**config.mk**
```make
export PLATFORM = sky130hd
export DESIGN_NAME = mmss_timer_flat
export DESIGN_NICKNAME = d
export VERILOG_FILES = /design/src/rtl/mmss_timer_if.sv /design/src/rtl/mmss_timer.sv /design/src/flat_wrapper.sv
export SDC_FILE = /design/constraint.sdc
export NUM_CORES = 1
export LEC_CHECK = 0
export ABC_AREA = 0
export CAP_MARGIN = 0
export CORE_MARGIN = 5
export CORE_UTILIZATION = 31
export CTS_CLUSTER_DIAMETER = 200
export DETAILED_ROUTE_END_ITERATION = 6
export GPL_TIMING_DRIVEN = 0
export HOLD_SLACK_MARGIN = 0.06
export PLACE_DENSITY = 0.5
export SYNTH_ARGS = -nofsm -noshare
export SYNTH_HDL_FRONTEND = slang
export SYNTH_SLANG_ARGS = --single-unit
export TNS_END_PERCENT = 1
```
**constraint.sdc**
```tcl
create_clock -name clk -period 7.1 [get_ports clk]
set_input_delay 0.71 -clock clk [delete_from_list [all_inputs] [get_ports clk]]
set_output_delay 0.71 -clock clk [all_outputs]
set_load 0.01 [all_outputs]
```
**src/rtl/mmss_timer_if.sv**
```systemverilog
// Control/status bundle between the MM:SS timer and its controller.
// Latency: none (plain wires).
// Backpressure: none; the controller may pulse any control every cycle.
// Ports: start/pause/clear/load/dir/load_val (controller -> timer),
//        nums/tick/done/running (timer -> controller).
interface mmss_timer_if;
  logic        start;
  logic        pause;
  logic        clear;
  logic        dir;
  logic        load;
  logic [15:0] load_val;
  logic [15:0] nums;
  logic        tick;
  logic        done;
  logic        running;

  modport master (
    output start, pause, clear, dir, load, load_val,
    input  nums, tick, done, running
  );

  modport slave (
    input  start, pause, clear, dir, load, load_val,
    output nums, tick, done, running
  );
endinterface

```
**src/rtl/mmss_timer.sv**
```systemverilog
// Parametrised BCD minute:second up/down timer with start/pause/clear/load.
// Latency: count changes on the prescaler-wrap edge; nums/tick/done follow one cycle later.
// Backpressure: none; control pulses are accepted every cycle (clear > load > pause > start).
// Ports: clk, rst (async, active-high); bus (slave modport of mmss_timer_if):
//   in  start, pause, clear, dir, load, load_val[15:0]
//   out nums[15:0] {m1,m0,s1,s0}, tick, done, running
module mmss_timer #(
  parameter int CLK_HZ  = 100000000,
  parameter int MAX_MIN = 59,
  parameter bit WRAP    = 1'b0
) (
  input  logic         clk,
  input  logic         rst,
  mmss_timer_if.slave  bus
);

  localparam int PW = (CLK_HZ > 1) ? $clog2(CLK_HZ) : 1;
  localparam logic [PW-1:0] PRESC_LAST = PW'(CLK_HZ - 1);
  // Elaboration-time split of MAX_MIN into its two BCD digits.
  localparam logic [3:0] MAX_M1 = 4'(MAX_MIN / 10);
  localparam logic [3:0] MAX_M0 = 4'(MAX_MIN % 10);

  typedef enum logic [1:0] {IDLE, RUN, PAUSE, DONE} state_t;

  state_t        state_q, state_d;
  logic [PW-1:0] presc_q, presc_d;
  logic [3:0]    m1_q, m0_q, s1_q, s0_q;
  logic [3:0]    m1_d, m0_d, s1_d, s0_d;
  logic          tick_int, done_int;
  logic          tick_p_q, done_p_q;
  logic [15:0]   nums_q;
  logic          tick_q, done_q, running_q;

  // Load value after digit saturation and range clamping.
  logic [3:0] lm1, lm0, ls1, ls0;
  // Up-count and down-count successors of the current count.
  logic [3:0] um1, um0, us1, us0;
  logic [3:0] dm1, dm0, ds1, ds0;
  logic       up_term, dn_term;
  logic       at_max, is_zero;

  function automatic logic [3:0] sat9(input logic [3:0] d);
    return (d > 4'd9) ? 4'd9 : d;
  endfunction

  always_comb begin
    lm1 = sat9(bus.load_val[15:12]);
    lm0 = sat9(bus.load_val[11:8]);
    ls1 = sat9(bus.load_val[7:4]);
    ls0 = sat9(bus.load_val[3:0]);
    // With every digit <= 9, comparing the packed BCD byte is a numeric compare.
    if ({lm1, lm0} > {MAX_M1, MAX_M0}) begin
      lm1 = MAX_M1;
      lm0 = MAX_M0;
    end
    if (ls1 > 4'd5) begin
      ls1 = 4'd5;
      ls0 = 4'd9;
    end
  end

  assign at_max  = ({m1_q, m0_q} == {MAX_M1, MAX_M0}) && (s1_q == 4'd5) && (s0_q == 4'd9);
  assign is_zero = ({m1_q, m0_q, s1_q, s0_q} == 16'h0000);

  // Up count with BCD carries; terminal handling at MAX_MIN:59.
  always_comb begin
    {um1, um0, us1, us0} = {m1_q, m0_q, s1_q, s0_q};
    up_term = 1'b0;
    if (at_max) begin
      if (WRAP) begin
        {um1, um0, us1, us0} = 16'h0000;
      end else begin
        up_term = 1'b1;
      end
    end else if (s0_q != 4'd9) begin
      us0 = s0_q + 4'd1;
    end else begin
      us0 = 4'd0;
      if (s1_q != 4'd5) begin
        us1 = s1_q + 4'd1;
      end else begin
        us1 = 4'd0;
        if (m0_q != 4'd9) begin
          um0 = m0_q + 4'd1;
        end else begin
          um0 = 4'd0;
          um1 = m1_q + 4'd1;
        end
      end
    end
  end

  // Down count with BCD borrows; reaching (or sitting at) 00:00 is terminal.
  always_comb begin
    {dm1, dm0, ds1, ds0} = {m1_q, m0_q, s1_q, s0_q};
    dn_term = 1'b0;
    if (is_zero) begin
      dn_term = 1'b1;
    end else begin
      if (s0_q != 4'd0) begin
        ds0 = s0_q - 4'd1;
      end else begin
        ds0 = 4'd9;
        if (s1_q != 4'd0) begin
          ds1 = s1_q - 4'd1;
        end else begin
          ds1 = 4'd5;
          if (m0_q != 4'd0) begin
            dm0 = m0_q - 4'd1;
          end else begin
            dm0 = 4'd9;
            dm1 = m1_q - 4'd1;
          end
        end
      end
      dn_term = ({dm1, dm0, ds1, ds0} == 16'h0000);
    end
  end

  // Next-state, prescaler and count update.
  always_comb begin
    state_d  = state_q;
    presc_d  = presc_q;
    {m1_d, m0_d, s1_d, s0_d} = {m1_q, m0_q, s1_q, s0_q};
    tick_int = 1'b0;
    done_int = 1'b0;
    if (bus.clear) begin
      state_d = IDLE;
      presc_d = '0;
      {m1_d, m0_d, s1_d, s0_d} = 16'h0000;
    end else if (bus.load) begin
      state_d = IDLE;
      presc_d = '0;
      {m1_d, m0_d, s1_d, s0_d} = {lm1, lm0, ls1, ls0};
    end else begin
      case (state_q)
        IDLE:  if (bus.start) state_d = RUN;
        PAUSE: if (bus.start) state_d = RUN;
        RUN: begin
          if (bus.pause) begin
            // Prescaler holds so the partial second survives the pause.
            state_d = PAUSE;
          end else if (presc_q == PRESC_LAST) begin
            presc_d  = '0;
            tick_int = 1'b1;
            if (bus.dir) begin
              {m1_d, m0_d, s1_d, s0_d} = {dm1, dm0, ds1, ds0};
              if (dn_term) begin
                done_int = 1'b1;
                state_d  = DONE;
              end
            end else begin
              {m1_d, m0_d, s1_d, s0_d} = {um1, um0, us1, us0};
              if (up_term) begin
                done_int = 1'b1;
                state_d  = DONE;
              end
            end
          end else begin
            presc_d = presc_q + PW'(1);
          end
        end
        DONE:    state_d = DONE;
        default: state_d = IDLE;
      endcase
    end
  end

  always_ff @(posedge clk or posedge rst) begin
    if (rst) begin
      state_q <= IDLE;
    end else begin
      state_q <= state_d;
    end
  end

  // Strobes are delayed one stage so they line up with the registered nums copy.
  always_ff @(posedge clk or posedge rst) begin
    if (rst) begin
      presc_q   <= '0;
      m1_q      <= 4'd0;
      m0_q      <= 4'd0;
      s1_q      <= 4'd0;
      s0_q      <= 4'd0;
      tick_p_q  <= 1'b0;
      done_p_q  <= 1'b0;
      nums_q    <= 16'h0000;
      tick_q    <= 1'b0;
      done_q    <= 1'b0;
      running_q <= 1'b0;
    end else begin
      presc_q   <= presc_d;
      m1_q      <= m1_d;
      m0_q      <= m0_d;
      s1_q      <= s1_d;
      s0_q      <= s0_d;
      tick_p_q  <= tick_int;
      done_p_q  <= done_int;
      nums_q    <= {m1_q, m0_q, s1_q, s0_q};
      tick_q    <= tick_p_q;
      done_q    <= done_p_q;
      running_q <= (state_d == RUN);
    end
  end

  assign bus.nums    = nums_q;
  assign bus.tick    = tick_q;
  assign bus.done    = done_q;
  assign bus.running = running_q;

endmodule
```
**src/flat_wrapper.sv**
```systemverilog
// flat-port wrapper written by rule: the top's interface ports become plain ports
module mmss_timer_flat 
#(
  parameter int CLK_HZ  = 100000000,
  parameter int MAX_MIN = 59,
  parameter bit WRAP    = 1'b0
)
  (clk, rst, bus_start, bus_pause, bus_clear, bus_dir, bus_load, bus_load_val, bus_nums, bus_tick, bus_done, bus_running);
  mmss_timer_if bus_i ();
  input  logic clk;
  input  logic rst;
  input wire logic [$bits(bus_i.start)-1:0] bus_start;
  input wire logic [$bits(bus_i.pause)-1:0] bus_pause;
  input wire logic [$bits(bus_i.clear)-1:0] bus_clear;
  input wire logic [$bits(bus_i.dir)-1:0] bus_dir;
  input wire logic [$bits(bus_i.load)-1:0] bus_load;
  input wire logic [$bits(bus_i.load_val)-1:0] bus_load_val;
  output wire logic [$bits(bus_i.nums)-1:0] bus_nums;
  output wire logic [$bits(bus_i.tick)-1:0] bus_tick;
  output wire logic [$bits(bus_i.done)-1:0] bus_done;
  output wire logic [$bits(bus_i.running)-1:0] bus_running;
  assign bus_i.start = bus_start;
  assign bus_i.pause = bus_pause;
  assign bus_i.clear = bus_clear;
  assign bus_i.dir = bus_dir;
  assign bus_i.load = bus_load;
  assign bus_i.load_val = bus_load_val;
  assign bus_nums = bus_i.nums;
  assign bus_tick = bus_i.tick;
  assign bus_done = bus_i.done;
  assign bus_running = bus_i.running;
  mmss_timer #(.CLK_HZ(CLK_HZ), .MAX_MIN(MAX_MIN), .WRAP(WRAP)) u_core (.clk(clk), .rst(rst), .bus(bus_i));
endmodule
```
Run 1, the metal 1 layer:
Scale bar: 20 um. Cells faint in the background.
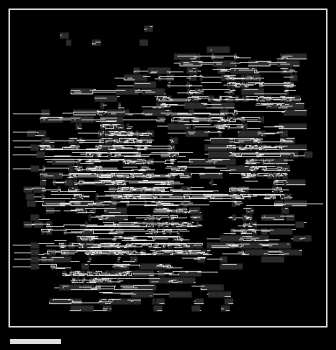
The longest straight run is 32.2 um. The layer holds 50% of the routed length. The layer carries 5270 um of wire. The wires run mostly horizontal.
via count: 3513
grt met1 use: 21.2%

Run 1, metal 2:
Cells faint in the background.
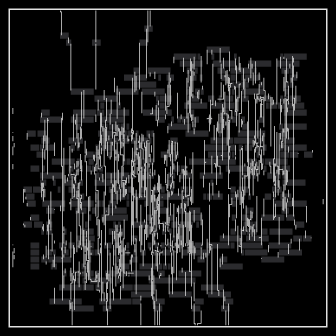
The longest straight run is 52.1 um. The layer carries 4540 um of wire.
grt met2 use: 21.1%
Total Wirelength: 10500 um

==> deck_impl_summary.md, run 1 <==
Implementation Results

Synthesis
  – Area fraction in mux cells: 0.793%
  – Seq cells post-synth: 66
  – Synth top cells by count: dfrtp_1 (66), nor2_1 (52), nand2_1 (44)
  – Largest cells by area: dfrtp_1 (42%), nor2_1 (4.9%), ha_1 (4.4%)
  – Top-count cell post-synth: dfrtp_1
  – Register share after synthesis: 41.9%
  – Netlist cell types: 65
  – Comb area leader: simple AND/OR/NAND/NOR gates
  – Yosys stat chip area: slightly below 4000 um^2
  – Post-Synth XOR/XNOR Area: 4.66%
  – Post-synth EDFFs: 0
  – Ys async rst share: 100%
  – Post-Syn Area: 3950 um^2
  – Yosys simple share: 27.0%
  – Synthesized Nets: 486
  – Top cell area share: 41.9%
  – Yosys cell count: 449
  – Main flop type: dfrtp_1
  – Yosys top cell by area: dfrtp_1
  – Gate Count Post-Synth: 449
  – Adder share: roughly 4.4%
  – Syn_area_per_cell: 8.79 um^2
  – Synth Area in Compound Gates: 17.1%
  – YS warnings: 0

Final layout
  – Flops: approximately 66
  – Top Layout Cells: dfrtp_1 (66), nor2_1 (52), nand2_1 (44)
  – Non-Clock Buffer Area Fraction: 10.3%
  – Top cell excl fill/tap: dfrtp_1
  – Area Overhead vs Synth: 22.8%
  – Logic share of the area: 44.0%
  – Non-filler cells, final: between 600 and 700
  – Largest reg by FF count: u_core.presc_q
  – Fillers: around 1.3k
  – Final Net Count: about 540
  – Inverter count: 17
  – Fraction of area in clock buffers and inverters: 5.79%
  – Multi-In Gates: 344
  – Max FFs per register: 27
  – Antenna cells: 0
  – Cell area after layout: 4840 um^2
  – Logic area: approximately 2100 um^2
  – Final core utilization: 38.5%

Hold path
  – Hold Startpoint: u_core.done_p_q$_DFF_PP0_
  – Tightest Hold Check Type: flip-flop to flip-flop
  – Hold Path End: u_core.bus.done$_DFF_PP0_

Route
  – Metal2 WL: 4540 um
  – Top Metal Used: met4
  – Pre-antenna DRT Iters: 5
  – Initial DRC count: 292
  – WL/cell: 15.5 um
  – Post-route ant nets: 0
  – Routed length on met1: 5270 um
  – DRC: 0

Power
  – Power Total: 979 uW
  – Seq power: around 400 uW
  – Pint: 702 uW
  – Power per standard cell area: approximately 200 nW/um^2
  – Seq pwr share: 41.5%
  – VDD IR max: 0.0897 mV
  – Clock power share: between 40% and 50%
  – Sw frac: 28.3%
  – Clk pwr: 420 uW
  – Switching power: 277 uW
  – Comb group: 154 uW
  – Logic pwr share: 15.7%

Setup path
  – Critical-path cell list: inv_1 > ha_1 > nor3b_1 > clkbuf_1 > nand2_1 > a2111oi_0 > a41oi_1 > o21ai_0 > a21boi_0
  – Worst reg2reg setup slack: ~3700 ps
  – Crit-path max cell delay: 640 ps
  – CP max-delay cell: a2111oi_0
  – Worst r2r path cells: 9
  – Req. time, crit path: about 7300 ps
  – Critical path startpoint: u_core.s0_q[0]$_DFFE_PP0P_
  – Worst R2R End: u_core.bus.running$_DFF_PP0_
  – CP bufs+invs: 2
  – Crit path capture: u_core.bus.running$_DFF_PP0_
  – CP delay by family, top: AND-OR/OR-AND gates
  – Crit path depth: 9

Clock network
  – Post-CTS setup buffers: 0
  – Total CTS buffers: 9
  – CTS tree: done
  – # hold bufs at CTS: 0
  – Cts repair resizes: 0
  – Clock root buffer: clkbuf_16
  – H-tree Lvls: 3

GRT
  – Total global routing overflow: 0
  – Antenna violations before repair: 0
  – First-pass GRT wire length: 17400 um
  – Pin count of the biggest net entering global routing: about 67
  – Gr usage total: between 10 and 15%
  – Vias in the first global route: 3377
  – Gr busiest metal: met1

Final timing
  – Clock Skew: slightly above 7 ps
  – Relative slew slack: 45.3%
  – Setup violators final: 0
  – Hold Fails Final Rpt: 0
  – Final worst slack: 3730 ps
  – Setup TNS: 0 ps
  – Unrepaired setup endpoints after global routing: false
  – Min cycle time layout: 3370 ps
  – Worst-Margin Slew: about 820 ps
  – Slew Viols, Final: 0
  – F_max: 297 MHz

Die
  – Full die area: 15100 um^2
  – I/O pin count: 42
  – Die W: ~120 um
  – Chip Height: 123 um
  – Row count: 41

Placed design
  – DP Worst Slack: between 3000 and 4000 ps
  – Placement Cell Area: 4560 um^2
  – Placed insts: 661
  – DP Wirelength: around 7600 um

Status
  – Outcome: completed
Run 1, M3 wires:
Scale bar: 20 um. Cells faint in the background.
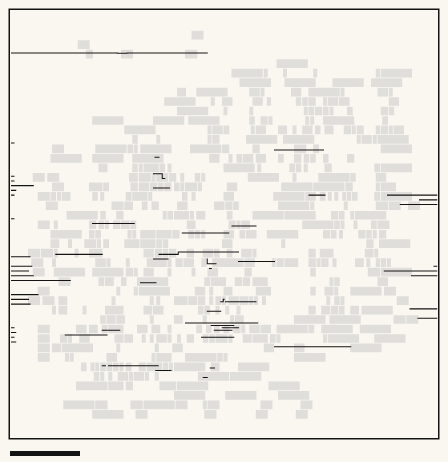
48 nets have wire on it. The layer holds 4.2% of the routed length.
grt met3 use: 3.00%

Run 1, cell placement:
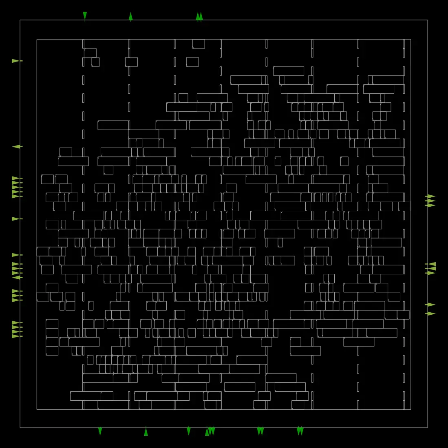

--- run 2 (diff from run 1) ---
- PLACE_DENSITY: 0.5 -> 0.52
- clock period: 7.1 -> 2.95 ns (I/O delays scaled with it)
Run 2, cell placement:
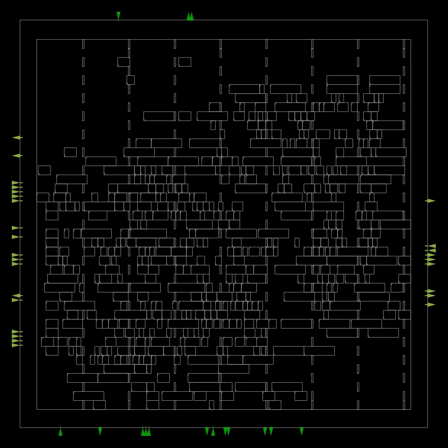
Seq area share: 33.1%
Fillers: 1290

==> deck_impl_summary.md, run 2 <==
Implementation Results

Status
  – Outcome: finished with violations
  – Failing checks: setup timing

GRT
  – Grt met1 use: 21.3% (+0.15 points)
  – Antenna violations before repair: 0 (unchanged)
  – Vias in the first global route: 3504 (+3.8%)
  – Gr usage total: 14.9% (+0.13 points)
  – Grt met3 use: 3.13% (+0.14 points)
  – Grt met2 use: 22.8% (+1.6 points)
  – First-pass GRT wire length: 17900 um (+3.0%)
  – Pin count of the biggest net entering global routing: 67 (unchanged)
  – Gr busiest metal: met2
  – Total global routing overflow: 0 (unchanged)

Power
  – VDD IR max: 0.250 mV (+180%)
  – Leak: 2.00 nW
  – Switching power: 647 uW (+130%)
  – Clk pwr: 1.14 mW (+170%)
  – Sw frac: 25.8% (-2.5 points)
  – Main power group: the clock network
  – Clock power share: 45.3% (+2.5 points)
  – Logic pwr share: 15.7% (about the same)
  – Power per standard cell area: 503 nW/um^2 (+150%)
  – Power Total: 2.51 mW (+160%)
  – Comb group: 393 uW (+160%)

Clock network
  – CTS tree: done
  – Cts repair resizes: 10 (+10)
  – Post-CTS setup buffers: 2 (+2)
  – # hold bufs at CTS: 0 (unchanged)
  – Clock root buffer: clkbuf_16
  – H-tree Lvls: 3 (unchanged)
  – Total CTS buffers: 9 (unchanged)

Setup path
  – CP max-delay cell: or4_4
  – Req. time, crit path: 3150 ps (-4150 ps)
  – CP bufs+invs: 1 (-1)
  – Critical-path cell list: or4_1 > or4_4 > or4_4 > or2_1 > buf_6 > nor3_1 > xnor2_1 > nor2_1
  – Crit path capture: u_core.m1_q[3]$_DFFE_PP0P_
  – Critical path startpoint: u_core.presc_q[10]$_DFFE_PP0P_
  – Worst reg2reg setup slack: -40 ps (-3780 ps)
  – Worst R2R End: u_core.m1_q[3]$_DFFE_PP0P_
  – Crit path depth: 8 (-1)

Synthesis
  – Synth top cells by count: dfrtp_1 (66), nor2_1 (52), nand2_1 (44)
  – Netlist cell types: 65 (unchanged)
  – Main flop type: dfrtp_1
  – Yosys cell count: 449 (unchanged)
  – Top cell area share: 41.9% (unchanged)
  – Register share after synthesis: 41.9% (unchanged)
  – Yosys simple share: 27.0% (unchanged)
  – Post-Synth XOR/XNOR Area: 4.66% (unchanged)
  – Top-count cell post-synth: dfrtp_1
  – Synthesized Nets: 486 (unchanged)
  – Post-Syn Area: 3950 um^2 (unchanged)
  – Syn_area_per_cell: 8.79 um^2 (unchanged)
  – Ys async rst share: 100% (unchanged)
  – Seq cells post-synth: 66 (unchanged)
  – Post-synth EDFFs: 0 (unchanged)
  – Adder share: 4.44% (unchanged)
  – Largest cells by area: dfrtp_1 (42%), nor2_1 (4.9%), ha_1 (4.4%)
  – Gate Count Post-Synth: 449 (unchanged)
  – Area fraction in mux cells: 0.793% (unchanged)

Final timing
  – Setup TNS: -62.9 ps (-62.9 ps)
  – Unrepaired setup endpoints after global routing: true
  – Relative slew slack: 45.3% (about the same)
  – Final worst slack: -45.0 ps (-3780 ps)
  – Min cycle time layout: 2990 ps (-370 ps)
  – Slew Viols, Final: 0 (unchanged)
  – Worst-Margin Slew: 821 ps (+0.437 ps)
  – Setup violators final: 2 (+2)
  – Clock Skew: 6.86 ps (-0.191 ps)
  – Worst Hold Slack: approximately 350 ps
  – F_max: 334 MHz (+12%)

Final layout
  – Final Net Count: 538 (+0.19%)
  – Multi-In Gates: 344 (unchanged)
  – Fraction of area in clock buffers and inverters: 6.37% (+0.59 points)
  – Top Layout Cells: dfrtp_1 (66), nor2_1 (52), nand2_1 (44)
  – Cell area after layout: 4990 um^2 (+3.0%)
  – Area Overhead vs Synth: 26.4%
  – Logic share of the area: 44.3% (+0.34 points)
  – Flops: 66 (unchanged)
  – Top cell excl fill/tap: dfrtp_1
  – Antenna cells: 0 (unchanged)
  – Non-Clock Buffer Area Fraction: 10.5% (+0.23 points)
  – Max FFs per register: 27 (unchanged)
  – Logic area: 2210 um^2 (+3.8%)
  – Non-filler cells, final: 677 (unchanged)
  – Largest reg by FF count: u_core.presc_q

Placed design
  – Placement Cell Area: 4560 um^2 (unchanged)
  – DP Worst Slack: -250 ps (-3860 ps)
  – Placed insts: 661 (unchanged)
  – DP Wirelength: 7450 um (-1.5%)

Hold path
  – Hold Path End: u_core.bus.done$_DFF_PP0_
  – Tightest Hold Check Type: flip-flop to flip-flop
  – Hold path cells: 0
  – Hold Startpoint: u_core.done_p_q$_DFF_PP0_

Route
  – Initial DRC count: 342 (+17%)
  – Via count: 3517 (+0.11%)
  – Routed length on met1: 5080 um (-3.6%)
  – Top Metal Used: met4
  – Metal2 WL: 4720 um (+3.9%)
  – Total Wirelength: 10400 um (-0.51%)
  – WL/cell: 15.4 um (-0.51%)
  – DRC: 0 (unchanged)

Die
  – Die W: 123 um (unchanged)
  – Full die area: 15100 um^2 (unchanged)
  – Row count: 41 (unchanged)
  – Chip Height: 123 um (unchanged)
Run 2, sequential cells grouped by signal name:
Other sequential cells in the stronger gray, the rest of the logic in the fainter gray.
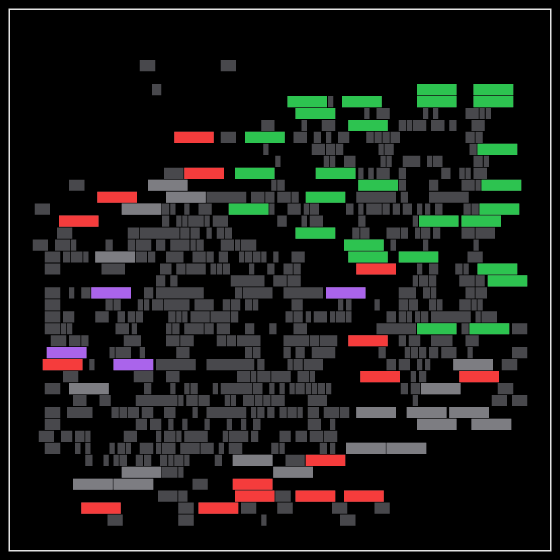
Green shows `u_core.presc_q`, flops 27. Red shows `u_core.bus.nums`, flops 16. Purple shows `u_core.m1_q`, flops 4, where middle left.
register area: 1650 um^2
final core utilization: 39.7%
Seq power: 980 uW

No activity file was given, so power comes from the tool's default toggle rates.
